File: config.mk
export PLATFORM = sky130hd
export DESIGN_NAME = qea_host_seq
export DESIGN_NICKNAME = d
export VERILOG_FILES = /design/src/rtl/qea_pkg.sv /design/src/rtl/qea_rd_skid.sv /design/src/rtl/qea_host_seq.sv
export SDC_FILE = /design/constraint.sdc
export NUM_CORES = 1
export LEC_CHECK = 0
export CAP_MARGIN = 40
export CELL_PAD_IN_SITES_DETAIL_PLACEMENT = 2
export CELL_PAD_IN_SITES_GLOBAL_PLACEMENT = 2
export CORE_AREA = 2 2 486 488
export DETAILED_ROUTE_END_ITERATION = 16
export DIE_AREA = 0 0 488 490
export PLACE_DENSITY_LB_ADDON = 0.25
export SKIP_CTS_REPAIR_TIMING = 1
export SLEW_MARGIN = 20
export SYNTH_ARGS = -nofsm -noshare
export SYNTH_HDL_FRONTEND = slang
export SYNTH_SLANG_ARGS = --single-unit
File: constraint.sdc
create_clock -name clk -period 23.3 [get_ports clk]
set_input_delay 4.66 -clock clk [delete_from_list [all_inputs] [get_ports clk]]
set_output_delay 4.66 -clock clk [all_outputs]
set_load 0.01 [all_outputs]
File: src/rtl/qea_pkg.sv
// Shared types for the QEA host sequencer: FSM state encoding and complex-word width.
package qea_pkg;

  localparam int CPLX_WIDTH = 64;

  typedef enum logic [2:0] {
    S_IDLE,
    S_LOAD_CTX,
    S_LOAD_ST,
    S_START,
    S_RUN,
    S_READ,
    S_DONE
  } state_e;

endpackage

File: src/rtl/qea_rd_skid.sv
// Readback path: delays each read strobe by RD_LAT cycles, then parks the RAM row in a
// single-entry holding register until the consumer accepts it.
module qea_rd_skid #(
  parameter int RD_LAT    = 1,
  parameter int ROW_WIDTH = 256
) (
  input  logic                 clk,
  input  logic                 rst,
  input  logic                 i_issue,
  input  logic [ROW_WIDTH-1:0] i_dout,
  input  logic                 i_ready,
  output logic                 o_valid,
  output logic [ROW_WIDTH-1:0] o_data,
  output logic                 o_idle
);

  logic [RD_LAT-1:0]    pend_q;
  logic                 hold_valid_q;
  logic [ROW_WIDTH-1:0] hold_data_q;

  always_ff @(posedge clk or posedge rst) begin
    if (rst) begin
      pend_q       <= '0;
      hold_valid_q <= 1'b0;
      // NOTE: the holding register is reset as well, so o_rd_data reads 0 under reset.
      hold_data_q  <= '0;
    end else begin
      pend_q[0] <= i_issue;
      for (int i = 1; i < RD_LAT; i++) pend_q[i] <= pend_q[i-1];
      // Only one row is ever in flight, so capture and pop never coincide.
      if (pend_q[RD_LAT-1]) begin
        hold_valid_q <= 1'b1;
        hold_data_q  <= i_dout;
      end else if (hold_valid_q && i_ready) begin
        hold_valid_q <= 1'b0;
      end
    end
  end

  assign o_valid = hold_valid_q;
  assign o_data  = hold_data_q;
  assign o_idle  = !hold_valid_q && (pend_q == '0);

endmodule

File: src/rtl/qea_host_seq.sv
// Host sequencer for a QEA core: loads context and state, starts the run, reads the state back.
// Define QEA_HOST_SEQ_CYCLE_CNT_EN to expose o_exec_cycles (RUN cycle count of the last job).
module qea_host_seq
  import qea_pkg::*;
#(
  parameter int PE_NUM_WIDTH     = 2,
  parameter int PE_NUM           = 4,
  parameter int DATA_WIDTH       = CPLX_WIDTH / 2,
  parameter int NUM_FRAC_BIT     = 30,
  parameter int MAX_QBIT_WIDTH   = 6,
  parameter int STATE_ADDR_WIDTH = 16,
  parameter int CTX_ADDR_WIDTH   = 16,
  parameter int RD_LAT           = 1,
  parameter int TIMEOUT          = 2**20
) (
  input  logic                               clk,
  input  logic                               rst,
  input  logic                               i_cfg_valid,
  input  logic [MAX_QBIT_WIDTH-1:0]          i_qbit_num,
  input  logic [CTX_ADDR_WIDTH-1:0]          i_ctx_num,
  input  logic                               i_init_mode,
  input  logic                               i_ctx_valid,
  output logic                               o_ctx_ready,
  input  logic [2*DATA_WIDTH-1:0]            i_ctx_data,
  input  logic                               i_st_valid,
  output logic                               o_st_ready,
  input  logic [PE_NUM*2*DATA_WIDTH-1:0]     i_st_data,
  output logic                               o_rd_valid,
  input  logic                               i_rd_ready,
  output logic [PE_NUM*2*DATA_WIDTH-1:0]     o_rd_data,
  output logic                               o_qea_start,
  output logic [MAX_QBIT_WIDTH-1:0]          o_qea_qbit_num,
  output logic                               o_ctx_en,
  output logic                               o_ctx_wea,
  output logic [CTX_ADDR_WIDTH-1:0]          o_ctx_addr,
  output logic [2*DATA_WIDTH-1:0]            o_ctx_data,
  output logic [PE_NUM-1:0]                  o_state_ena,
  output logic [PE_NUM-1:0]                  o_state_wea,
  output logic [STATE_ADDR_WIDTH-1:0]        o_state_addra,
  output logic [PE_NUM*2*DATA_WIDTH-1:0]     o_state_dina,
  input  logic                               i_qea_complete,
  input  logic [PE_NUM*2*DATA_WIDTH-1:0]     i_qea_dout,
`ifdef QEA_HOST_SEQ_CYCLE_CNT_EN
  output logic [31:0]                        o_exec_cycles,
`endif
  output logic                               o_busy,
  output logic                               o_done,
  output logic                               o_timeout,
  output logic                               o_cfg_err
);

  localparam int RW        = PE_NUM * 2 * DATA_WIDTH;
  localparam int RUN_CNT_W = $clog2(TIMEOUT + 1);
  // |0>: real part of the most-significant PE slice of row 0 equals 1.0.
  localparam logic [RW-1:0] ROW0_INIT = RW'(1) << (RW - DATA_WIDTH + NUM_FRAC_BIT);

  state_e                        state_q;
  logic [MAX_QBIT_WIDTH-1:0]     qbit_q;
  logic [CTX_ADDR_WIDTH-1:0]     ctx_last_q, ctx_addr_q;
  logic [STATE_ADDR_WIDTH-1:0]   row_last_q, row_addr_q, row_last_d;
  logic                          init_mode_q, rd_all_q, timeout_q, cfg_err_q;
  logic [RUN_CNT_W-1:0]          run_cnt_q;
  logic [31:0]                   qdiff;
  logic                          cfg_bad, ctx_wr, st_wr, rd_issue, skid_idle, start_entry;

  always_comb begin
    // NOTE: every variable assigned here gets a default first so no latch is inferred.
    qdiff      = 32'(i_qbit_num) - 32'(PE_NUM_WIDTH);
    cfg_bad    = (32'(i_qbit_num) > 32'(PE_NUM_WIDTH)) && (qdiff >= 32'(STATE_ADDR_WIDTH));
    row_last_d = '0;
    if ((32'(i_qbit_num) > 32'(PE_NUM_WIDTH)) && !cfg_bad)
      row_last_d = (STATE_ADDR_WIDTH'(1) << qdiff) - STATE_ADDR_WIDTH'(1);
  end

  assign o_ctx_ready = (state_q == S_LOAD_CTX);
  assign o_st_ready  = (state_q == S_LOAD_ST) && init_mode_q;
  assign ctx_wr      = o_ctx_ready && i_ctx_valid;
  assign st_wr       = (state_q == S_LOAD_ST) && (init_mode_q ? i_st_valid : 1'b1);
  assign rd_issue    = (state_q == S_READ) && skid_idle && !rd_all_q;
  assign start_entry = st_wr && (row_addr_q == row_last_q);

  assign o_ctx_en      = ctx_wr;
  assign o_ctx_wea     = ctx_wr;
  assign o_ctx_addr    = ctx_wr ? ctx_addr_q : '0;
  assign o_ctx_data    = ctx_wr ? i_ctx_data : '0;
  assign o_state_ena   = {PE_NUM{st_wr || rd_issue}};
  assign o_state_wea   = {PE_NUM{st_wr}};
  assign o_state_addra = (st_wr || rd_issue) ? row_addr_q : '0;

  always_comb begin
    o_state_dina = '0;
    if (st_wr) begin
      if (init_mode_q)             o_state_dina = i_st_data;
      else if (row_addr_q == '0)   o_state_dina = ROW0_INIT;
    end
  end

  always_ff @(posedge clk or posedge rst) begin
    if (rst) begin
      state_q     <= S_IDLE;
      qbit_q      <= '0;
      ctx_last_q  <= '0;
      ctx_addr_q  <= '0;
      row_last_q  <= '0;
      row_addr_q  <= '0;
      init_mode_q <= 1'b0;
      rd_all_q    <= 1'b0;
      timeout_q   <= 1'b0;
      cfg_err_q   <= 1'b0;
      run_cnt_q   <= '0;
    end else begin
      // NOTE: sequential state is updated with non-blocking assignments only.
      cfg_err_q <= 1'b0;
      unique case (state_q)
        S_IDLE: begin
          if (i_cfg_valid) begin
            if (cfg_bad) begin
              cfg_err_q <= 1'b1;
            end else begin
              qbit_q      <= i_qbit_num;
              ctx_last_q  <= i_ctx_num - CTX_ADDR_WIDTH'(1);
              init_mode_q <= i_init_mode;
              row_last_q  <= row_last_d;
              ctx_addr_q  <= '0;
              row_addr_q  <= '0;
              rd_all_q    <= 1'b0;
              timeout_q   <= 1'b0;
              state_q     <= (i_ctx_num == '0) ? S_LOAD_ST : S_LOAD_CTX;
            end
          end
        end
        S_LOAD_CTX: begin
          if (ctx_wr) begin
            if (ctx_addr_q == ctx_last_q) state_q    <= S_LOAD_ST;
            else                          ctx_addr_q <= ctx_addr_q + 1'b1;
          end
        end
        S_LOAD_ST: begin
          if (start_entry) begin
            row_addr_q <= '0;
            run_cnt_q  <= '0;
            state_q    <= S_START;
          end else if (st_wr) begin
            row_addr_q <= row_addr_q + 1'b1;
          end
        end
        S_START: state_q <= S_RUN;
        S_RUN: begin
          run_cnt_q <= run_cnt_q + 1'b1;
          if (i_qea_complete) begin
            state_q <= S_READ;
          end else if (run_cnt_q == RUN_CNT_W'(TIMEOUT - 1)) begin
            timeout_q <= 1'b1;
            state_q   <= S_DONE;
          end
        end
        S_READ: begin
          if (rd_issue) begin
            if (row_addr_q == row_last_q) rd_all_q   <= 1'b1;
            else                          row_addr_q <= row_addr_q + 1'b1;
          end else if (rd_all_q && skid_idle) begin
            state_q <= S_DONE;
          end
        end
        S_DONE:  state_q <= S_IDLE;
        default: state_q <= S_IDLE;
      endcase
    end
  end

  qea_rd_skid #(
    .RD_LAT    (RD_LAT),
    .ROW_WIDTH (RW)
  ) u_rd_skid (
    .clk     (clk),
    .rst     (rst),
    .i_issue (rd_issue),
    .i_dout  (i_qea_dout),
    .i_ready (i_rd_ready),
    .o_valid (o_rd_valid),
    .o_data  (o_rd_data),
    .o_idle  (skid_idle)
  );

  assign o_qea_start    = (state_q == S_START);
  assign o_qea_qbit_num = qbit_q;
  assign o_busy         = (state_q != S_IDLE);
  assign o_done         = (state_q == S_DONE);
  assign o_timeout      = timeout_q;
  assign o_cfg_err      = cfg_err_q;

`ifdef QEA_HOST_SEQ_CYCLE_CNT_EN
  assign o_exec_cycles = 32'(run_cnt_q);
`endif

endmodule

### Wiring by layer, run 1

The bar under the picture is 100 µm long.
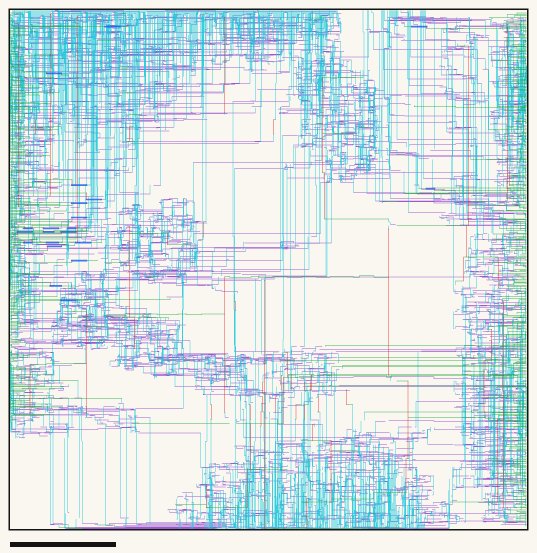
layer	colour	wire length
M5	blue	252 µm
M3	green	12500 µm
M1	purple	54.5 mm
M2	cyan	76.4 mm
M4	red	3020 µm
via count: 18847
Total Wirelength: 147000 µm

### Wires at chosen ports, followed through buffers, run 1

The bar under the picture is 100 µm long.
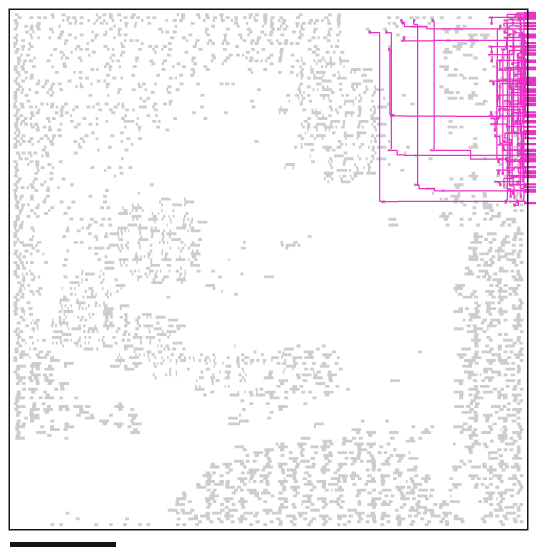
port	colour	direction	edge	end cells	buffers	wire
i_ctx_data	magenta	input	right	64	64	4730 µm
PortBufs: 1237
I/O Pins: 1238

==> results.txt, run 1 <==
flow finished, numbers: Cell area leaders=dfrtp_1, mux2_2, and3_1, post-synthesis async set-or-reset flop share=1.00, drt wl/cell=24.2 µm, Clock Path Buffers=3, status=completed, initial detailed-routing violation count=547, clock latency at the later pin of the worst-skew pair=between 0.6 and 0.7 ns, DP HPWL=122000 µm, Unique cell types=69, HP Class=reg -> reg, EDFF count, synth=0, FP Rows=178, actual slew at the worst max-slew pin=0.806 ns, dominant register cell=dfrtp_1, CTS root buf=clkbuf_16, Clock transition at path regs=0.06 ns, met2 WL=between 70000 and 80000 µm, min Tclk post-route=between 10 and 15 ns, global-route wire length before repair=194000 µm, most numerous logic cell after layout=clkdlybuf4s50_1, max_cap viols=0, VDD IR max=0.0522 mV, Top Layout Cells=clkdlybuf4s50_1, dfrtp_1, and3_1, tool warning count=37, number of remaining DRC errors=0, met1 wire length=54500 µm, # nets final=3468, mapped cell area=17900 µm², Area leader share=0.498, final instance area=between 30000 and 40000 µm², grt met3 use=0.0425, antenna violation net count after detailed routing=0, chip area=239000 µm², register area share after synthesis=0.498, unrepaired setup endpoints after global routing=no, critical path startpoint category=input port, data arrival time of the critical path=6.95 ns, Setup Total Neg Slack=0 ns, gr busiest metal=met2, Critical Path RT=~19 ns, Static Leak=15.1 nW, met3 wire length=about 12000 µm, largest net degree at the start of global routing=between 100 and 150, GR Layer Usage met1=0.126, worst slew margin relative to its limit=0.463, Synth area leader=dfrtp_1, chip width=488 µm, vias per cell=3.11, Clock Skews=0.0655 ns, Slew Viols, Final=0, ys flops=~360, PwrDens=between 40 and 50 nW/µm², GRT Util Overall=0.118, fmax=0.0862 GHz, die extent in y=slightly below 500 µm, grt met2 use=0.221, Setup violations, final=0, DR top layer=met5, core area=234000 µm², number of cells in Yosys stat=1671
### Sequential cells coloured by netlist name, run 1

The bar under the picture is 100 µm long. Other sequential cells in the stronger grey, the rest of the logic in the fainter grey.
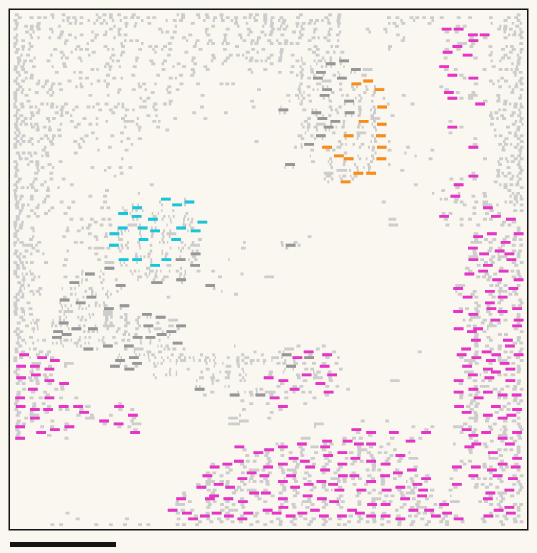
signal	colour	sequential cells
run_cnt_q	cyan	21
ctx_addr_q	orange	16
u_rd_skid.o_data	magenta	256
not coloured	63
Seq group: 619 µW
Post-Route Utilization: 0.154
Reg area: 8910 µm²

==> run 1: logic make-up (layout without fill, tap and decap cells) <==
kind of cell | Yosys count | in the layout | share of synthesized area
buf+inv | 185 | 1414 | 0.0413
mux | 267 | 267 | 0.167
simple gates | 647 | 647 | 0.206
xor+xnor | 48 | 48 | 0.0235
fa+ha+maj | 8 | 8 | 0.00559
flops | 356 | 356 | 0.498
other cells | 0 | 17 | 0
compound gates | 160 | 160 | 0.0586
==> run 1: sequential cells by signal, summed over array words and instances, names as in the netlist <==
signal,count
u_rd_skid.o_data,256
run_cnt_q,21
ctx_addr_q,16
ctx_last_q,16
row_addr_q,16
row_last_q,16
o_qea_qbit_num,6
state_q,3
init_mode_q,1
o_cfg_err,1
o_timeout,1
rd_all_q,1
u_rd_skid.o_valid,1
u_rd_skid.pend_q,1
==> run 1: cell type report <==
cell class / instances / area, µm²
fillers: 26726 / 198000
repair buffers: 1277 / 12900
flip-flops and latches: 356 / 8910
multi-input cells: 1130 / 8280
well taps: 3150 / 3940
clock buffers: 84 / 1590
clock inverters: 20 / 234
inverters: 33 / 131
diodes: 17 / 42.5
==> run 1: stage by stage <==
| step | std cells | setup slack, ns |
|---|---|---|
| 2_1_floorplan | 1671 | 8.76 |
| 3_3_place_gp | 5929 | 11.35 |
| 3_5_place_dp | 5943 | 11.66 |
| 4_1_cts | 6047 | 11.67 |
| 5_1_grt | 6054 | 11.55 |
| 6_report | 6067 | 11.69 |
==> run 1: power breakdown <==
part	leakage [nW]	switching (mW)	internal (mW)
clock network	0.880	0.357	0.495
logic	9.41	0.0621	0.0974
registers	4.77	0	0.619
total	15.1	0.419	1.21
==> run 1: synthesized netlist by cell type, types with 2 or more instances <==
cell type and instances:
a211o_1 2, a21boi_0 10, a21o_1 3, a21oi_1 25
a22o_1 6, a31oi_1 8, a32o_1 2, and2_1 8
and3_1 347, and4_1 4, buf_1 4, buf_2 5
buf_4 8, clkbuf_1 134, dfrtp_1 356, ha_1 8
inv_1 33, mux2_2 257, mux2i_1 9, nand2_1 88
nand2b_1 12, nand3_1 38, nand3b_1 2, nand4_1 16
nor2_1 56, nor2b_1 3, nor3_1 21, nor3b_1 4
nor4_1 15, o21a_1 2, o21ai_0 38, o21ai_1 19
o22ai_1 9, o31ai_1 17, or2_1 2, or2_2 2
or3_1 7, or4_1 14, xnor2_1 27, xor2_1 21
==> run 1: worst paths after layout <==
path	endpoint	depth (start not counted)	slack, ns	from
worst max-delay path	o_state_dina[27]	6	11.69	i_st_valid
worst min-delay path	run_cnt_q[10]	1	0.48	run_cnt_q[10]
worst max register to register	u_rd_skid.o_data[101]	7	18.98	u_rd_skid.pend_q
worst min register to register	run_cnt_q[10]	1	0.48	run_cnt_q[10]
max in group asynchronous	ctx_addr_q[14]	5	17.31	rst
min in group asynchronous	u_rd_skid.o_data[139]	2	4.36	rst
==> run 1: worst max-delay path, cell delays in order <==
cell and delay (ns):
buf_6 0.20, buf_16 0.31, buf_4 0.56, buf_12 0.30, and3_1 0.22, clkdlybuf4s50_1 0.56
### Routing congestion map, run 1

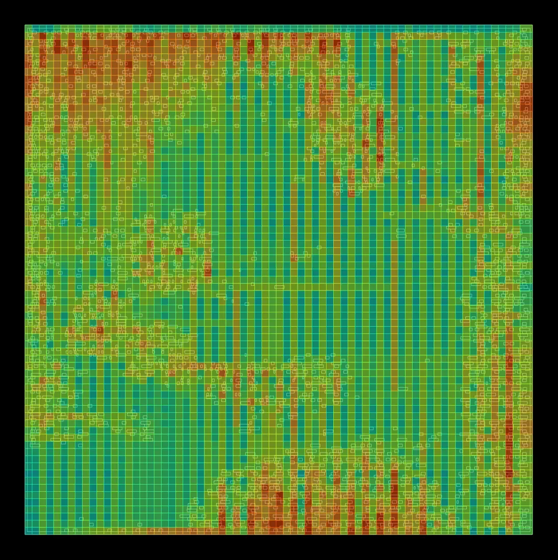

==> run 2, diff against run 1 <==
Settings changed: CORE_AREA 2 2 486 488 to 2 2 480 482, DIE_AREA 0 0 488 490 to 0 0 482 484.
Clock period 23.3 ns to 9.6 ns, I/O delays scaled along.
### Routing congestion map, run 2

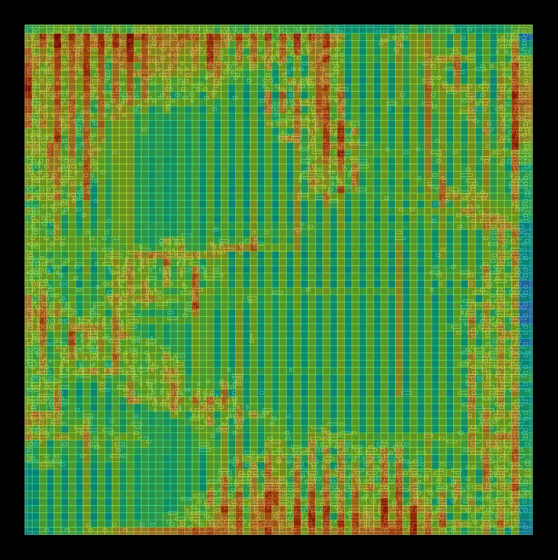
Post-Route Utilization: 0.156
drt wl/cell: 23.5 µm

==> run 2 against run 1 <==
Against the previous run:
- non-clock buffer count is 8 lower
- global-route usage fell by 0.41 points
- utilization is 0.18 points higher
- register-to-register slack got worse by 13 ns
- routed wire length is 5.1% lower
- critical endpoint is now o_state_addra[15]
- largest cell class unchanged
==> results.txt, run 2 <==
flow finished, numbers: status=completed, Setup Total Neg Slack=0 ns, tool warning count=37, number of cells in Yosys stat=1671, antenna violation net count after detailed routing=0, largest net degree at the start of global routing=~230, Dominant comb cell=simple AND/OR/NAND/NOR gates, critical path startpoint category=input port, register area share after synthesis=0.498, Setup violations, final=0, mux share=0.167, CP dominant cell by count=buf_6, unrepaired setup endpoints after global routing=no, max FFs per register=256, Clock transition at path regs=0.06 ns, dominant register cell=dfrtp_1, Net Sw Frac=0.254, Cell area leaders=dfrtp_1, mux2_2, and3_1, actual slew at the worst max-slew pin=between 1 and 1.5 ns, vias per cell=3.16, I/O Pins=1238, min Tclk post-route=a little over 6 ns, FA/HA/MAJ Cells, Area Fraction=0.00559, Total Wirelength=139000 µm, DP HPWL=~110000 µm, Placement Setup Slack=3.12 ns, GRT Util Overall=0.114, number of remaining DRC errors=0, Static Leak=14.9 nW, max_cap viols=0, PortBufs=roughly 1200, EDFF count, synth=0, Top Layout Cells=clkdlybuf4s50_1, dfrtp_1, and3_1, HP Class=reg -> reg, Reg power frac=0.392, Synth area leader=dfrtp_1, Clock Path Buffers=3, max incr delay on CP=0.53 ns, Critical Path RT=7.68 ns, Worst path slowest cell=clkdlybuf4s50_1, yosys aoi share=0.0586, # nets final=3455
### Wires at chosen ports, followed through buffers, run 2

The bar under the picture is 100 µm long.
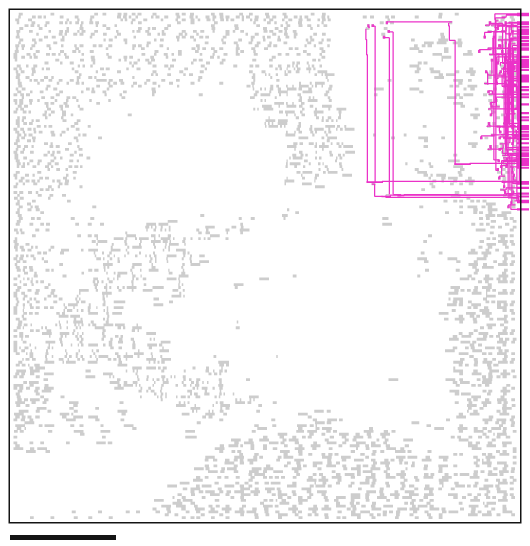
port	colour	direction	edge	end cells	buffers	wire
i_ctx_data	magenta	input	right	64	64	5140 µm

[run 2: kinds of logic after synthesis]
family                   after synthesis
buffers and inverters                185
multiplexers                         267
AND/OR/NAND/NOR                      647
XOR/XNOR                              48
adder cells (fa/ha/maj)                8
AND-OR/OR-AND                        160
flip-flops                           356
[run 2: area by class of cell]
type,count,area [µm²],area share
diodes,16,40.0,0.00112
clock buffers,74,1470,0.0414
clock inverters,20,223,0.00625
inverters,33,128,0.00358
multi-input cells,1130,8280,0.233
flip-flops and latches,356,8910,0.250
well taps,3026,3790,0.106
repair buffers,1269,12800,0.359
[run 2: power by group through the flow]
stage | clock network [mW] | logic (mW) | registers [mW]
final | 1.95 | 0.376 | 1.50
after global routing | 2.12 | 0.407 | 1.50
after CTS | 2.08 | 0.391 | 1.50
after detailed placement | 0 | 0.388 | 1.53
after global placement | 0 | 0.387 | 1.53
after floorplan | 0 | 0.0612 | 1.53
[run 2: routing by layer]
layer	wire [µm]	global-route usage
met1	53000	0.127
met5	395	0
met4	3600	0.0312
met3	13100	0.0433
met2	69100	0.201
[run 2: path summary, 6_finish.rpt]
check                                        end  cells after the start             start  slack (ns)
max reg2reg                u_rd_skid.o_data[174]                      7  u_rd_skid.pend_q        6.15
min in group asynchronous  u_rd_skid.o_data[225]                      2               rst        1.71
min                                run_cnt_q[19]                      1     run_cnt_q[19]        0.48
max                            o_state_addra[15]                      8        i_st_valid        3.54
max in group asynchronous         ctx_last_q[14]                      4               rst        6.09
min reg2reg                        run_cnt_q[19]                      1     run_cnt_q[19]        0.48
[run 2: worst max-delay path: cells and delay by family]
family	cells	cell delay, ns
buf+inv	4	1.18
simple gates	4	1.01
[run 2: per-stage QoR]
step	utilization	instances	instance area, µm²
after global placement	0.147	5802	33700
after CTS	0.155	5904	35500
after detailed placement	0.148	5810	33800
final	0.156	5924	35600
after floorplan	-	1671	17900
after global routing	0.156	5912	35600
### Wiring by layer, run 2

The bar under the picture is 100 µm long.
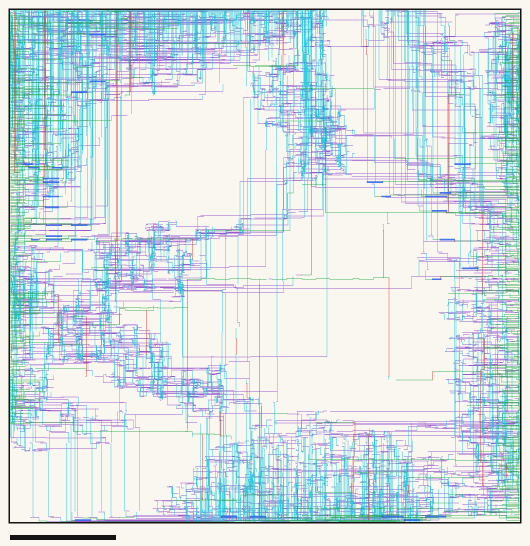

==> run 3, diff against run 2 <==
Clock period 9.6 ns to 5.3 ns, I/O delays scaled along.
### Wiring by layer, run 3

The bar under the picture is 100 µm long.
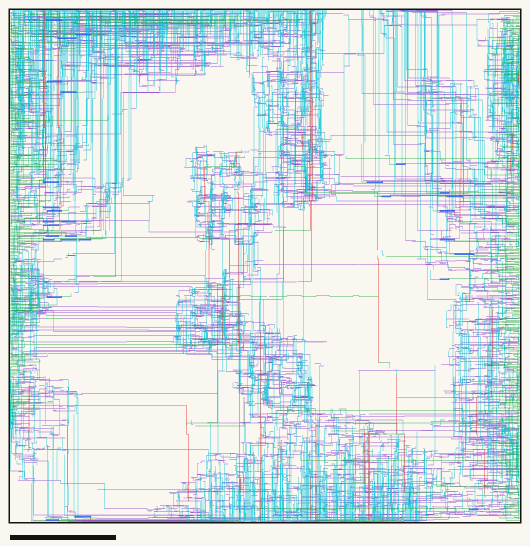
layer	colour	wire length
M2	cyan	69.2 mm
M3	green	14000 µm
M4	red	3740 µm
M1	purple	51.7 mm
M5	blue	345 µm
Total Wirelength: 139000 µm
drt wl/cell: 23.4 µm
via count: 18677

==> run 3 against run 2 <==
Against the previous run:
- sequential share of layout area down 0.089 points
- combinational power grew 78%
- worst hold slack improved by 0.0040 ns
- final area up 0.36%
- register-to-register slack worse by 3.5 ns
- utilization increased by 0.056 points
- critical path type is now reg -> out
- highest routed layer unchanged
==> results.txt, run 3 <==
flow finished, numbers: actual slew at the worst max-slew pin=between 0.7 and 0.8 ns, Chip Area, Yosys=17900 µm², die extent in y=484 µm, antenna violations before repair=68, reg-to-reg endpoint=u_rd_skid.o_data[234], tool warning count=29, Hold Path Origin=o_qea_qbit_num[0], HP Class=reg -> reg, Commonest cells post-synth=dfrtp_1, and3_1, mux2_2, I/O Pins=1238, Critical Path RT=4.24 ns, status=completed, Unique cell types=69, register area share after synthesis=0.498, critical path startpoint category=flop, Setup WS post-layout=0.656 ns, vias per cell=about 3.1, # nets final=3465, Static Leak=between 10 and 15 nW, dominant register cell=dfrtp_1, worst r2r src=u_rd_skid.pend_q, Synth top cell by count=dfrtp_1, Mapped Cells=1671, max_cap viols=0, largest net degree at the start of global routing=between 90 and 100, chip area=233000 µm², worst hold path depth=2, data arrival time of the critical path=~3.6 ns, Setup violations, final=0, max FFs per register=256, clock latency at the later pin of the worst-skew pair=0.65 ns, Clock transition at path regs=0.06 ns, mapped cell area=17900 µm², Reg2Reg Depth=4, WHS Endpoint=o_qea_qbit_num[0], DP HPWL=115000 µm, global-route wire length before repair=184000 µm, Synth area leader=dfrtp_1, worst slew margin relative to its limit=0.467, PortBufs=1237, VDD IR max=between 0.2 and 0.25 mV, EDFF count, synth=0, post-synthesis async set-or-reset flop share=1.00, core area=around 230000 µm², FP Rows=176, most numerous logic cell after layout=clkdlybuf4s50_1, kind of end point of the critical path=output pin, Clock Skews=between 0.05 and 0.06 ns, number of cells in Yosys stat=1671, unrepaired setup endpoints after global routing=no, Top Layout Cells=clkdlybuf4s50_1, dfrtp_1, and3_1, chip width=482 µm, fmax=around 0.22 GHz, Clock Path Buffers=3, number of remaining DRC errors=0, CTS root buf=clkbuf_16, Avg Cell Area, Syn=around 11 µm², Area leader share=0.498
### Sequential cells coloured by netlist name, run 3

The bar under the picture is 100 µm long. Other sequential cells in the stronger grey, the rest of the logic in the fainter grey.
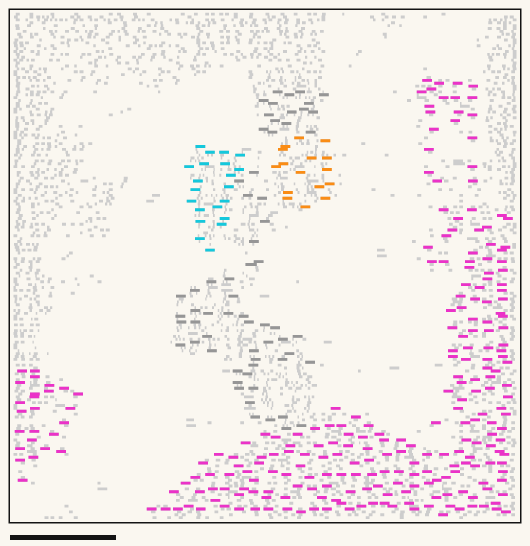
signal	colour	sequential cells
ctx_addr_q	orange	16
u_rd_skid.o_data	magenta	256
run_cnt_q	cyan	21
Post-Route Utilization: 0.156
flop share of the area: 0.249
Seq group: 2.72 mW

run 3: netlist changes by cell type in the layout (fill, tap and decap cells not counted), moves of 3 or more:
| cell | delta |
|---|---|
| buf_12 | +7 |
| buf_16 | -4 |
| buf_4 | +12 |
| clkbuf_8 | +3 |
| clkinv_2 | -7 |
| diode_2 | +13 |
run 3: logic make-up after synthesis:
group,count (synthesis),synth area share
fa+ha+maj,8,0.00559
compound gates,160,0.0586
simple gates,647,0.206
xor+xnor,48,0.0235
buf+inv,185,0.0413
mux,267,0.167
flops,356,0.498
run 3: critical path, stage by stage, from the launching register on:
cell and delay, ns:
dfrtp_1 0.54, nor2_1 0.38, and3_4 0.61, buf_12 0.31, and3_1 0.40, clkdlybuf4s50_1 0.62
run 3: worst max-delay path by stage:
stage / startpoint / endpoint / cells after the start
3_3_place_gp: i_qbit_num[2] / row_last_q[12] / 11
5_1_grt: state_q[0] / o_state_dina[196] / 5
3_5_place_dp: i_qbit_num[2] / row_last_q[12] / 11
4_1_cts: state_q[0] / o_state_dina[196] / 5
6_report: state_q[0] / o_state_dina[71] / 5
2_1_floorplan: rst / ctx_addr_q[0] / 1
run 3: area by class of cell:
| type | instances | area, µm² |
|---|---|---|
| inverters | 33 | 128 |
| fillers | 26172 | 193000 |
| diodes | 29 | 72.6 |
| clock buffers | 78 | 1500 |
| repair buffers | 1280 | 12900 |
| flip-flops and latches | 356 | 8910 |
| well taps | 3026 | 3790 |
| multi-input cells | 1130 | 8270 |
| clock inverters | 12 | 218 |
run 3: where the power goes:
group          leakage, nW  internal, mW  total, mW  switching [mW]
combinational         9.39         0.423      0.668           0.245
clock                0.837          2.14       3.61            1.47
sequential            4.77          2.72       2.72               0
run 3: metrics by stage:
| stage | util | std cells | area [µm²] | setup TNS [ns] |
|---|---|---|---|---|
| global placement | 0.148 | 5817 | 33800 | 0 |
| CTS | 0.156 | 5915 | 35700 | 0 |
| global route | 0.156 | 5926 | 35700 | 0 |
| detailed placement | 0.149 | 5825 | 34000 | 0 |
| finish | 0.156 | 5944 | 35700 | 0 |
| floorplan | - | 1671 | 17900 | -188.80 |
run 3: routing by layer:
| metal | up-vias | track usage | routed length, µm |
|---|---|---|---|
| met5 | - | 0 | 345 |
| met4 | 58 | 0.0335 | 3740 |
| met3 | 165 | 0.0434 | 14000 |
| met2 | 825 | 0.201 | 69200 |
| met1 | 9270 | 0.125 | 51700 |
| li1 | 8359 | - | - |
Power and IR drop assume default switching activity.
